`src/rtl/ooo_pkg.sv`:
```
// Shared out-of-order core types: architectural widths and the writeback request record.
package ooo_pkg;
    localparam int DATA_WIDTH     = 32;
    localparam int REG_ADDR_WIDTH = 5;

    typedef struct packed {
        logic [REG_ADDR_WIDTH-1:0] rd;
        logic [DATA_WIDTH-1:0]     data;
    } wb_req_t;
endpackage

```
`src/rtl/rr_arbiter.sv`:
```
// Round-robin arbiter: first valid requester at or after the pointer wins;
// the pointer moves just past the winner, so every requester is served within N grants.
module rr_arbiter #(
    parameter int N  = 4,
    parameter int IW = $clog2(N)
) (
    input  logic          clk,
    input  logic          rst,
    input  logic [N-1:0]  valid,
    output logic [N-1:0]  grant,
    output logic [IW-1:0] idx,
    output logic          any
);
    logic [IW-1:0] ptr;

    // N is a power of two, so the IW-bit add wraps the search naturally.
    always_comb begin
        logic [IW-1:0] j;
        grant = '0;
        idx   = '0;
        any   = 1'b0;
        j     = '0;
        for (int k = 0; k < N; k++) begin
            j = ptr + IW'(k);
            if (!any && valid[j]) begin
                any = 1'b1;
                idx = j;
            end
        end
        if (any) grant[idx] = 1'b1;
    end

    always_ff @(posedge clk) begin
        if (rst)      ptr <= '0;
        else if (any) ptr <= idx + IW'(1);
    end
endmodule

```
`src/rtl/writeback_stage.sv`:
```
// Writeback: round-robin pick of one FU result per cycle, registered into the
// register-file write port and the scoreboard clear port.
module writeback_stage #(
    parameter int NUM_FU         = 4,
    parameter int DATA_WIDTH     = ooo_pkg::DATA_WIDTH,
    parameter int REG_ADDR_WIDTH = ooo_pkg::REG_ADDR_WIDTH,
    parameter int CNT_WIDTH      = 64
) (
    input  logic                             clk,
    input  logic                             rst,
    input  logic [NUM_FU-1:0]                fu_valid_i,
    output logic [NUM_FU-1:0]                fu_ready_o,
    input  logic [NUM_FU*REG_ADDR_WIDTH-1:0] fu_rd_i,
    input  logic [NUM_FU*DATA_WIDTH-1:0]     fu_data_i,
    output logic                             rf_we_o,
    output logic [REG_ADDR_WIDTH-1:0]        rf_waddr_o,
    output logic [DATA_WIDTH-1:0]            rf_wdata_o,
    output logic                             sb_clr_o,
    output logic [REG_ADDR_WIDTH-1:0]        sb_clr_addr_o,
    output logic [CNT_WIDTH-1:0]             retired_cnt_o
);
    import ooo_pkg::*;

    localparam int IW = $clog2(NUM_FU);

    typedef struct packed {
        logic [REG_ADDR_WIDTH-1:0] rd;
        logic [DATA_WIDTH-1:0]     data;
    } wb_t;

    logic [NUM_FU-1:0][REG_ADDR_WIDTH-1:0] rd_arr;
    logic [NUM_FU-1:0][DATA_WIDTH-1:0]     data_arr;
    logic [NUM_FU-1:0]                     grant;
    logic [IW-1:0]                         gidx;
    logic                                  gany;
    wb_t                                   sel, wb_q;
    logic                                  wr_q;
    logic [CNT_WIDTH-1:0]                  cnt_q;

    assign rd_arr   = fu_rd_i;
    assign data_arr = fu_data_i;

    rr_arbiter #(.N(NUM_FU)) u_arb (
        .clk   (clk),
        .rst   (rst),
        .valid (fu_valid_i),
        .grant (grant),
        .idx   (gidx),
        .any   (gany)
    );

    assign fu_ready_o = rst ? '0 : grant;
    assign sel.rd     = rd_arr[gidx];
    assign sel.data   = data_arr[gidx];

    // x0 results are retired and counted but never written or cleared.
    always_ff @(posedge clk) begin
        if (rst) begin
            wb_q  <= '0;
            wr_q  <= 1'b0;
            cnt_q <= '0;
        end else if (gany) begin
            wb_q  <= sel;
            wr_q  <= (sel.rd != '0);
            cnt_q <= cnt_q + CNT_WIDTH'(1);
        end else begin
            wr_q  <= 1'b0;
        end
    end

    // Strobes are squashed during reset so a write pending at reset never lands.
    assign rf_we_o       = wr_q & ~rst;
    assign sb_clr_o      = wr_q & ~rst;
    assign rf_waddr_o    = wb_q.rd;
    assign sb_clr_addr_o = wb_q.rd;
    assign rf_wdata_o    = wb_q.data;
    assign retired_cnt_o = cnt_q;
endmodule

```
`config.mk`:
```
export PLATFORM = sky130hd
export DESIGN_NAME = writeback_stage
export DESIGN_NICKNAME = d
export VERILOG_FILES = /design/src/rtl/ooo_pkg.sv /design/src/rtl/rr_arbiter.sv /design/src/rtl/writeback_stage.sv
export SDC_FILE = /design/constraint.sdc
export NUM_CORES = 1
export LEC_CHECK = 0
export ABC_AREA = 0
export CELL_PAD_IN_SITES_DETAIL_PLACEMENT = 1
export CELL_PAD_IN_SITES_GLOBAL_PLACEMENT = 1
export CORE_MARGIN = 2
export CORE_UTILIZATION = 30
export DETAILED_ROUTE_END_ITERATION = 8
export HOLD_SLACK_MARGIN = 0.08
export PLACE_DENSITY = 0.79
export SKIP_LAST_GASP = 1
export SYNTH_ARGS = -nofsm -noshare
export SYNTH_HDL_FRONTEND = slang
export SYNTH_SLANG_ARGS = --single-unit
```
`constraint.sdc`:
```
create_clock -name clk -period 2.9 [get_ports clk]
set_clock_uncertainty 0.05 [all_clocks]
set_input_delay 0.435 -clock clk [delete_from_list [all_inputs] [get_ports clk]]
set_output_delay 0.435 -clock clk [all_outputs]
set_load 0.01 [all_outputs]
```
==> images/met1.png <==
Supply wires on this layer in grey.
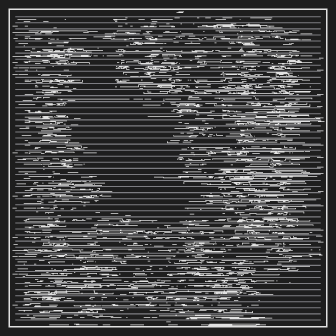
main direction: horizontal
longest straight run: 39.6 microns
nets with wire on the layer: 944

==> images/met2.png <==
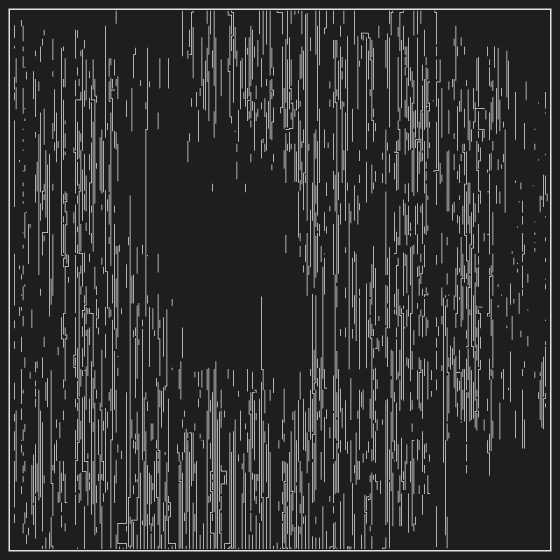
wire length on this layer: 10200 microns
main direction: vertical
share of all routed wire: 51%
DRT Wirelength: 20200 microns
DR vias: 5890
global routing met2 resource utilization: 0.373

==> images/met3.png <==
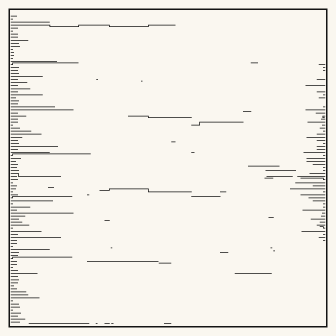
share of all routed wire: 6.3%
main direction: horizontal
wire length on this layer: 1270 microns
longest straight run: 35.0 microns

==> images/met4.png <==
Scale bar: 50 microns. Supply wires on this layer in grey.
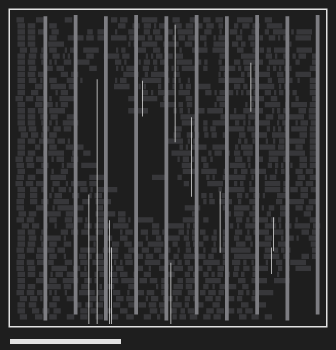
longest straight run: 110 microns
main direction: vertical
nets with wire on the layer: 9
wire length on this layer: 454 microns
share of all routed wire: 2.2%

==> images/final_clocks.png <==
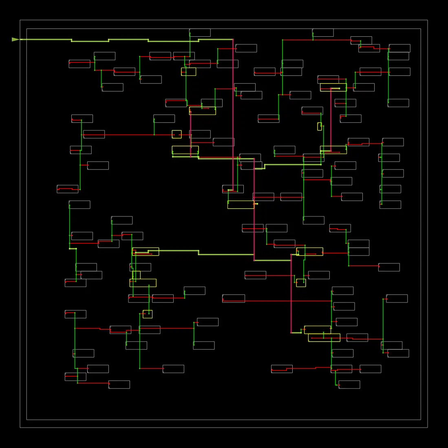
Clock Latency Late Sink: 0.36 ns
CTS Sinks: 104
flip-flops: 104
P_clk: 0.00127 W
clock buf count: 11

==> out/metrics.cfg <==
[pwr]
vdd_drop_max_mv=0.285
p_sw_w=0.00157
p_leak_nw=3.45
clkPwrFrac=0.260
seqPwrFrac=0.341
p_per_area_nw_per_um2=533
p_int_w=0.00334
switching_share=0.320
p_comb_frac=0.399

[drt]
drt_iter0_markers=287
wl_per_cell_microns=17.3
postRouteAntennaNets=0
firstDrtPassIters=4
drc=0

[logic_synthesis]
edf_count=0
yosys_area_sq_um=5690
syn-cell-area_sq_um=5690
async_flop_share=0
ys_seq_frac=0.366
syn_inst=648
fp_nets=807
ff_type=dfxtp_1
ys_ff=104
syn_avg_cell_area_sq_um=8.79
ys_cells=648
synth_cell_types=43

[worst_setup_path]
timing_worst_setup_path_type=register to output pin
arrival_ns=2.27
reg2regPathDepth=10
r2r_end=rf_wdata_o[5]
r2r_setup_slack_ns=0.24
reg2reg_from=u_arb.ptr[0]
required_ns=2.41
critPathLaunch=u_arb.ptr[0]
end_kind=output pin
cp_max_fo=4

[finish]
layout-drive-gt1-share=0.108
syn_to_final_growth_pct=61.5
final_cells=1169
fin_nets=1089
antennaDiodeCount=0
fillCellCount=2127
lay_top_cells=clkdlybuf4s50_1 (256), dfxtp_1 (103), nand2_1 (94)
fin_util=0.493
final_area_sq_um=9200
layout_top_cell=clkdlybuf4s50_1
largest_register_ffs=64

[placement]
gp_congestion=0.779
port_buffers=265
dp_hpwl_microns=15700
placed_area_sq_um=8840

[floorplanning]
core_sq_um=18600
row_count=50
die-width_microns=142
io_pins=266
dieArea_sq_um=20100
fp_util=0.305
die_h_microns=142

[worst_hold_path]
hp-class=register to register
holdPathStages=1
hold_end=rf_wdata_o[27]
holdCritStartpoint=rf_wdata_o[27]

[flow_run]
openroad.warnings=30
maxCapViolCount=0

[clock_tree]
cts_max_path_buffers=2
cts_tree=done
htree_levels=3
cts_hold_buf=0
cts_made_buffers=9
root_buffer=clkbuf_16
clk_pin_slew_worst_paths_ns=0.07

[grt]
antenna_found_initial=0
grt_max_degree=56
grt_pass1_wl_microns=32500
grt_pass1_vias=6180
overflow=0
grt.total_usage=0.205

[final_timing]
final.period_utilization=0.951
setup_tns_ns=0
hold_viol_final=0
setup_viol=0
rsz0062_at_grt=false
slew_viol_final=0
finalCriticalPeriod_ns=2.76
fmax_ghz=0.362
tightest_slew_ns=0.841

[status]
status=completed

worst max-delay path, cell delays in order, from the launching register on:
cell	delay, ns
dfxtp_2	0.41
nor2b_1	0.09
o21a_1	0.23
a2111oi_4	0.28
buf_4	0.18
buf_4	0.10
inv_1	0.05
ha_1	0.18
and2_1	0.13
dlygate4sd2_1	0.27
cells by family after synthesis:
logic type | count (synthesis) | share of synthesized area
multiplexers | 67 | 0.118
AND-OR/OR-AND | 77 | 0.106
buffers and inverters | 59 | 0.0492
AND/OR/NAND/NOR | 279 | 0.262
flip-flops | 104 | 0.366
XOR/XNOR | 57 | 0.0877
adder cells (fa/ha/maj) | 5 | 0.0110
final cells by class:
class,count,area [sq um],share of cell area
clock inverters,5,63.8,0.00694
flip-flops and latches,104,2080,0.227
repair buffers,318,3080,0.335
clock buffers,11,243,0.0264
multi-input cells,485,3380,0.368
well taps,234,293,0.0318
inverters,12,45.0,0.00490
synth_stat cells (6+ instances only):
library cell | n | area, sq um
nor2_1 | 69 | 259
a21oi_1 | 18 | 90.1
nor3_1 | 6 | 30.0
clkbuf_1 | 24 | 90.1
mux2i_1 | 67 | 671
dfxtp_1 | 104 | 2080
nor4_2 | 12 | 150
or3_1 | 8 | 50.1
xor2_1 | 23 | 201
o21ai_0 | 10 | 50.1
a32o_1 | 32 | 320
buf_2 | 11 | 55.1
xnor2_1 | 34 | 298
nand4_1 | 16 | 100
buf_4 | 8 | 60.1
nand3_1 | 30 | 150
nor2b_1 | 6 | 37.5
inv_1 | 12 | 45.0
nand2_1 | 94 | 353
what timing repair did:
| action | CTS | global route |
|---|---|---|
| hold endpoints to repair | 0 | 0 |
| buffers inserted | 3 | 1 |
| gates resized | 6 | 5 |
| endpoints found under the setup margin | 4 | 21 |
routing by layer:
| layer | track usage | vias up | wire length [microns] |
|---|---|---|---|
| met5 | 0 | - | 0 |
| met4 | 0.0611 | 0 | 453 |
| met3 | 0.0547 | 28 | 1270 |
| met2 | 0.373 | 191 | 10200 |
| met1 | 0.236 | 2821 | 8280 |
| li1 | - | 2850 | - |
per-stage QoR:
stage | worst slack, ns | hold slack (ns) | total power [W]
floorplan | 0.427 | 0.432 | 0.00268
global placement | -0.219 | 0.398 | 0.00362
detailed placement | -0.270 | 0.408 | 0.00365
CTS | -0.0677 | 0.424 | 0.00496
global route | 0.0358 | 0.434 | 0.00520
finish | 0.141 | 0.420 | 0.00490
power groups by stage:
stage	clock, W	sequential, W	combinational [W]
6_report	0.00127	0.00167	0.00196
5_1_grt	0.00138	0.00169	0.00212
4_1_cts	0.00132	0.00167	0.00197
3_5_place_dp	0	0.00170	0.00194
3_3_place_gp	0	0.00169	0.00192
2_1_floorplan	0	0.00174	0.000939
worst max path at each step:
stage / to / slack, ns / cells past startpoint
2_1_floorplan: fu_ready_o[0] / 0.43 / 7
3_3_place_gp: fu_ready_o[0] / -0.22 / 9
3_5_place_dp: fu_ready_o[0] / -0.27 / 9
4_1_cts: fu_ready_o[0] / -0.07 / 10
5_1_grt: fu_ready_o[2] / 0.04 / 9
6_report: fu_ready_o[0] / 0.14 / 9
Power and IR drop assume default switching activity.
